--- src/rtl/jig_pkg.sv ---
// rtl/jig_pkg.sv - shared constants, pin-byte layout and report FSM states for jig_pin_monitor
//
// Purpose: common definitions used by jig_pin_monitor and pin_sync_edge.
// Contents: default parameters, frame header byte, pin-byte bit positions,
//           report state enum and a helper that packs one pin result byte.
package jig_pkg;

  localparam int N_PINS_DEF  = 40;
  localparam int CNT_W_DEF   = 4;
  localparam int SYNC_FF_DEF = 2;

  localparam logic [7:0] FRAME_HDR = 8'hA5;

  // Pin result byte layout: {rise, fall, level, sat, cnt[3:0]}
  localparam int PB_RISE  = 7;
  localparam int PB_FALL  = 6;
  localparam int PB_LEVEL = 5;
  localparam int PB_SAT   = 4;

  typedef enum logic [1:0] {
    IDLE = 2'd0,
    HDR  = 2'd1,
    PIN  = 2'd2,
    CSUM = 2'd3
  } state_e;

  function automatic logic [7:0] pack_pin_byte(
    input logic       rise,
    input logic       fall,
    input logic       level,
    input logic       sat,
    input logic [3:0] cnt4
  );
    logic [7:0] b;
    b           = {4'h0, cnt4};
    b[PB_RISE]  = rise;
    b[PB_FALL]  = fall;
    b[PB_LEVEL] = level;
    b[PB_SAT]   = sat;
    return b;
  endfunction

endpackage

--- src/rtl/pin_sync_edge.sv ---
// rtl/pin_sync_edge.sv - per-pad synchroniser, edge flags and saturating toggle counter
//
// Purpose: synchronise one asynchronous pad, latch rise/fall flags, count
//          toggles with saturation, and present the packed result byte.
// Ports:
//   clk        in   system clock
//   rst        in   synchronous active-high reset
//   pad_i      in   raw asynchronous pad
//   clear_i    in   zero counter and flags (wins over a coincident edge)
//   pin_byte_o out  {rise, fall, level, sat, cnt[3:0]}
module pin_sync_edge
  import jig_pkg::*;
#(
  parameter int SYNC_FF = SYNC_FF_DEF,
  parameter int CNT_W   = CNT_W_DEF
) (
  input  logic       clk,
  input  logic       rst,
  input  logic       pad_i,
  input  logic       clear_i,
  output logic [7:0] pin_byte_o
);

  localparam logic [CNT_W-1:0] CNT_MAX = {CNT_W{1'b1}};

  logic [SYNC_FF-1:0] sync_q, sync_d;
  logic               prev_q, prev_d;
  logic               rise_q, rise_d;
  logic               fall_q, fall_d;
  logic [CNT_W-1:0]   cnt_q, cnt_d;

  logic        level;
  logic        rise_ev;
  logic        fall_ev;
  logic        sat;
  logic [31:0] cnt_ext;
  logic [3:0]  cnt4;

  always_comb begin
    sync_d  = {sync_q[SYNC_FF-2:0], pad_i};
    level   = sync_q[SYNC_FF-1];
    prev_d  = level;
    rise_ev = level & ~prev_q;
    fall_ev = ~level & prev_q;
    sat     = (cnt_q == CNT_MAX);

    rise_d = rise_q;
    fall_d = fall_q;
    cnt_d  = cnt_q;
    if (clear_i) begin
      // Clear takes priority; an edge seen this cycle is deliberately lost.
      rise_d = 1'b0;
      fall_d = 1'b0;
      cnt_d  = '0;
    end else begin
      if (rise_ev) rise_d = 1'b1;
      if (fall_ev) fall_d = 1'b1;
      if ((rise_ev || fall_ev) && !sat) cnt_d = cnt_q + CNT_W'(1);
    end

    // Wide counters report as a 4-bit value clipped at 15.
    cnt_ext = 32'(cnt_q);
    cnt4    = (cnt_ext > 32'd15) ? 4'hF : cnt_ext[3:0];

    pin_byte_o = pack_pin_byte(rise_q, fall_q, level, sat, cnt4);
  end

  always_ff @(posedge clk) begin
    if (rst) begin
      sync_q <= '0;
      prev_q <= 1'b0;
      rise_q <= 1'b0;
      fall_q <= 1'b0;
      cnt_q  <= '0;
    end else begin
      sync_q <= sync_d;
      prev_q <= prev_d;
      rise_q <= rise_d;
      fall_q <= fall_d;
      cnt_q  <= cnt_d;
    end
  end

endmodule

--- src/rtl/jig_pin_monitor.sv ---
// rtl/jig_pin_monitor.sv - test-jig pad monitor with snapshot and framed byte report
//
// Purpose: monitor every jig pad for edges and toggle counts; on start,
//          snapshot all results and stream A5, one byte per pin, XOR checksum.
// Ports:
//   clk        in   system clock
//   rst        in   synchronous active-high reset
//   pins_i     in   raw asynchronous pads, bit i = jig pin i
//   clear_i    in   pulse: zero all counters and edge flags
//   start_i    in   pulse: snapshot and begin report (ignored while busy)
//   busy_o     out  report in progress
//   tx_data_o  out  report byte
//   tx_valid_o out  tx_data_o valid
//   tx_ready_i in   byte accepted when valid && ready
module jig_pin_monitor
  import jig_pkg::*;
#(
  parameter int N_PINS  = N_PINS_DEF,
  parameter int CNT_W   = CNT_W_DEF,
  parameter int SYNC_FF = SYNC_FF_DEF
) (
  input  logic              clk,
  input  logic              rst,
  input  logic [N_PINS-1:0] pins_i,
  input  logic              clear_i,
  input  logic              start_i,
  output logic              busy_o,
  output logic [7:0]        tx_data_o,
  output logic              tx_valid_o,
  input  logic              tx_ready_i
);

  localparam int IDX_W = (N_PINS > 1) ? $clog2(N_PINS) : 1;
  localparam logic [IDX_W-1:0] LAST_IDX = IDX_W'(N_PINS - 1);

  logic [7:0] live_byte [N_PINS];
  logic [7:0] live_csum;

  for (genvar g = 0; g < N_PINS; g++) begin : g_pin
    pin_sync_edge #(
      .SYNC_FF (SYNC_FF),
      .CNT_W   (CNT_W)
    ) u_pin (
      .clk        (clk),
      .rst        (rst),
      .pad_i      (pins_i[g]),
      .clear_i    (clear_i),
      .pin_byte_o (live_byte[g])
    );
  end

  always_comb begin
    live_csum = 8'h00;
    for (int i = 0; i < N_PINS; i++) live_csum = live_csum ^ live_byte[i];
  end

  state_e           state_q, state_d;
  logic [IDX_W-1:0] idx_q, idx_d;
  logic [IDX_W-1:0] idx_nxt;
  logic [7:0]       snap_q [N_PINS];
  logic [7:0]       snap_d [N_PINS];
  logic [7:0]       csum_q, csum_d;
  logic [7:0]       tx_data_q, tx_data_d;
  logic             tx_valid_q, tx_valid_d;
  logic             accept;
  logic             capture;

  always_comb begin
    state_d    = state_q;
    idx_d      = idx_q;
    csum_d     = csum_q;
    tx_data_d  = tx_data_q;
    tx_valid_d = tx_valid_q;
    capture    = 1'b0;
    accept     = tx_valid_q & tx_ready_i;
    idx_nxt    = idx_q + IDX_W'(1);

    // The output register always holds the byte for the current state, so
    // each acceptance loads the following byte for the next cycle.
    case (state_q)
      IDLE: begin
        if (start_i) begin
          capture    = 1'b1;
          csum_d     = live_csum;
          idx_d      = '0;
          state_d    = HDR;
          tx_valid_d = 1'b1;
          tx_data_d  = FRAME_HDR;
        end
      end
      HDR: begin
        if (accept) begin
          state_d   = PIN;
          idx_d     = '0;
          tx_data_d = snap_q[0];
        end
      end
      PIN: begin
        if (accept) begin
          if (idx_q == LAST_IDX) begin
            state_d   = CSUM;
            tx_data_d = csum_q;
          end else begin
            idx_d     = idx_nxt;
            tx_data_d = snap_q[idx_nxt];
          end
        end
      end
      CSUM: begin
        if (accept) begin
          state_d    = IDLE;
          tx_valid_d = 1'b0;
          tx_data_d  = 8'h00;
        end
      end
      default: begin
        state_d    = IDLE;
        tx_valid_d = 1'b0;
        tx_data_d  = 8'h00;
      end
    endcase
  end

  always_comb begin
    snap_d = snap_q;
    if (capture) begin
      for (int i = 0; i < N_PINS; i++) snap_d[i] = live_byte[i];
    end
  end

  always_ff @(posedge clk) begin
    if (rst) begin
      state_q    <= IDLE;
      idx_q      <= '0;
      csum_q     <= 8'h00;
      tx_data_q  <= 8'h00;
      tx_valid_q <= 1'b0;
      for (int i = 0; i < N_PINS; i++) snap_q[i] <= 8'h00;
    end else begin
      state_q    <= state_d;
      idx_q      <= idx_d;
      csum_q     <= csum_d;
      tx_data_q  <= tx_data_d;
      tx_valid_q <= tx_valid_d;
      snap_q     <= snap_d;
    end
  end

  assign busy_o     = (state_q != IDLE);
  assign tx_data_o  = tx_data_q;
  assign tx_valid_o = tx_valid_q;

endmodule

--- config.mk ---
export PLATFORM = sky130hd
export DESIGN_NAME = jig_pin_monitor
export DESIGN_NICKNAME = d
export VERILOG_FILES = /design/src/rtl/jig_pkg.sv /design/src/rtl/pin_sync_edge.sv /design/src/rtl/jig_pin_monitor.sv
export SDC_FILE = /design/constraint.sdc
export NUM_CORES = 2
export LEC_CHECK = 0
export ABC_AREA = 0
export CAP_MARGIN = 0
export CORE_AREA = 2 2 326 328
export DETAILED_ROUTE_END_ITERATION = 10
export DIE_AREA = 0 0 328 330
export PLACE_DENSITY_LB_ADDON = 0.2
export SETUP_SLACK_MARGIN = 0.2
export SYNTH_ARGS = -nofsm -noshare
export SYNTH_HDL_FRONTEND = slang
export SYNTH_SLANG_ARGS = --single-unit
--- constraint.sdc ---
create_clock -name clk -period 2.7 [get_ports clk]
set_clock_uncertainty 0.1 [all_clocks]
set_input_delay 0.81 -clock clk [delete_from_list [all_inputs] [get_ports clk]]
set_output_delay 0.81 -clock clk [all_outputs]
set_load 0.02 [all_outputs]
metal_stack.png
(1 px per um)
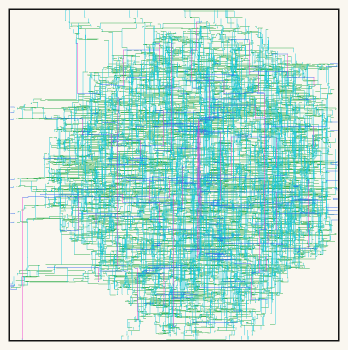
colour	layer	wire length
blue	met3	3820 um
green	met1	45.3 mm
magenta	met4	2110 um
cyan	met2	42.3 mm

density.png
(1 px per um) 33 x 33 tiles, from black (low) to pale yellow (high), 0 to 100% covered.
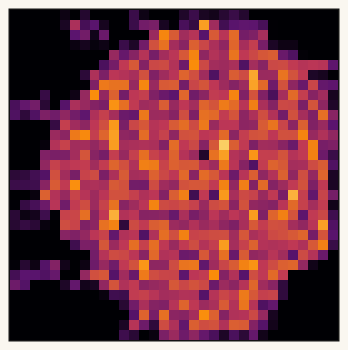
nearly empty tiles	24%
fullest tile	89%
tiles over 75% full	2.1%
mean over tiles	34%
emptiest ninth of the die	lower left

cell_classes.png
(1 px per um)
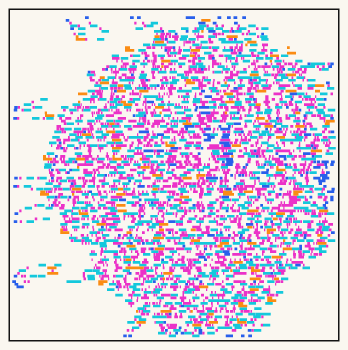
colour	class	cells	share of their area
cyan	flip-flops	705	39%
orange	clock drivers and dummy loads	156	8.0%
magenta	all other logic	2580	45%
blue	other buffers and delay cells	259	7.6%

==> notes.md <==
fresh numbers from the pnr run: RR Endpoint tx_data_o[3], Final ANT Viol Nets 0, Hold Vio Cnt, Final 0, Init Core Util 29.8%, # IOs 55, Yosys warnings 0, crit path to tx_data_o[3], P_int 19.3 mW, GRT busiest layer met2, grt met3 use 2.23%, Clock Pin Slew Worst Setup and Hold Paths 60 ps, number of global-route vias before repair 22800, Cell area leaders dfxtp_1 (45%), xnor2_1 (9.0%), nand2_1 (7.5%), a21oi_1 (5.9%), mux4_2 (5.8%), TritonCTS clock tree yes, clock root buffer master clkbuf_16, count of flip-flops with a built-in enable after synthesis 0, ys async rst share 0%, Clock Path Buffers 3, row count 119, Floorplan Nets 3671, first-pass GRT wire length 142000 um, critical path's slowest cell dfxtp_4, combinational share of cell area 42.2%, CP top delay family AND-OR/OR-AND gates, setup bufs post-CTS 20, Main power group the clock network, signal buffers share of area 7.21%, Commonest cells post-synth dfxtp_1 (705), nand2_1 (621), nor2_1 (433), a21oi_1 (370), xnor2_1 (319), Post-DP HPWL 66500 um, combinational power 4.07 mW, flop share of the area 37.2%, Max-area cell share 45.2%, most frequent logic cell in the layout dfxtp_1, Critical Path RT 3110 ps, Sw Share 28.1%, pre-CTS setup slack 23.9 ps, pin count of the biggest net entering global routing 105, Gate Area 16000 um2, share of cells above drive strength 1 13.4%, cell type taking the most area combinational gates, post_cts resized 61, Area growth syn-to-layout 21.7%, Inverters 125, Worst slew margin 46.0%, WL met2 42300 um, number of cells in Yosys stat 3500, largest incremental delay on the critical path 390 ps, comb_multi_in 2455, synthesized area per cell 8.91 um2, worst min-delay path class reg2reg, RSZ-0062 raised after global routing true, status completed, via density per instance 4.67, top routing layer used met4, Pwr Density 706 nW/um2, Cell Type Count 53, Reg power frac 40.8%, Buf+Inv Stages, Crit Path 3, NetSw 7.54 mW, seq_cells 705, max cap viols 0, WL final 93500 um, max-slew violations 0, achievable frequency 388 MHz, grt met2 use 27.5%, Leak Pwr 13.6 nW, grt met1 use 24.2%, final-stage net count 3801, YS chip area 31200 um2, crit path from idx_q[0], Slew @ Worst Pin 806 ps, crit path DAT 2990 ps, core area 105000 um2, total number of vias 23800, Setup CP Type reg2reg, Setup crit start kind register, fillers 10900, Reg2Reg Depth 10, most numerous logic cells after layout dfxtp_1 (700), nand2_1 (615), nor2_1 (433), drt wl/cell 18.4 um, r2r setup slk 130 ps, grt ovf 0, Post-Route Utilization 36.3%, antenna violations before repair 1
final_clocks.png
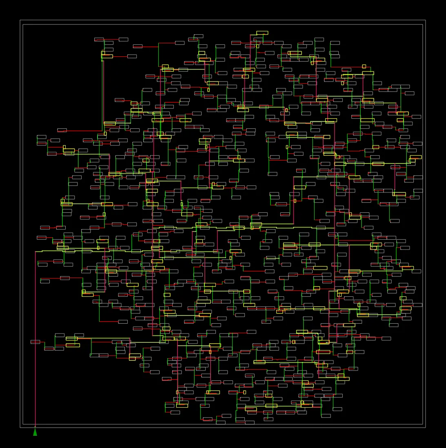
TritonCTS buffer count: 84
clock sink count: 705
P_clk: 11.8 mW
clk latency late pin: 640 ps

pins.png
(1 px per um) Pins as bars across the die edge, other pins in grey.
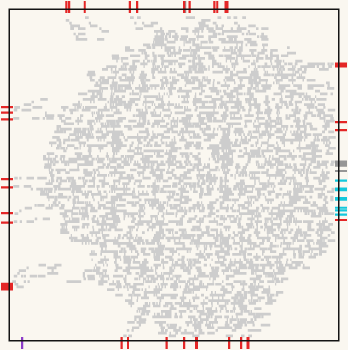
colour	port	pins	direction	edge
cyan	tx_data_o	8	output	right
red	pins_i	40	input	12 left, 12 top, 10 bottom, 6 right
purple	clk	1	input	bottom

==> per-stage QoR <==
step	cells	total power [mW]	area, um2	hold WS [ps]	TNS (ps)
final	5091	26.8	38000	324	0
after global routing	5091	28.0	38000	343	0
after CTS	5091	27.2	37900	330	0
after detailed placement	4909	15.2	34400	322	0
after global placement	4909	15.2	34400	318	-13.9
after floorplan	3500	13.4	31200	314	0
==> logic make-up (layout without fill, tap and decap cells) <==
logic type	Yosys count	count (layout)	share of synthesized area, %
adder cells (fa/ha/maj)	126	126	5.05
AND/OR/NAND/NOR	1317	1317	18.1
XOR/XNOR	400	400	11.3
multiplexers	137	137	7.67
AND-OR/OR-AND	475	475	8.32
buffers and inverters	340	540	4.31
flip-flops	705	705	45.2
Power and IR drop assume default switching activity.
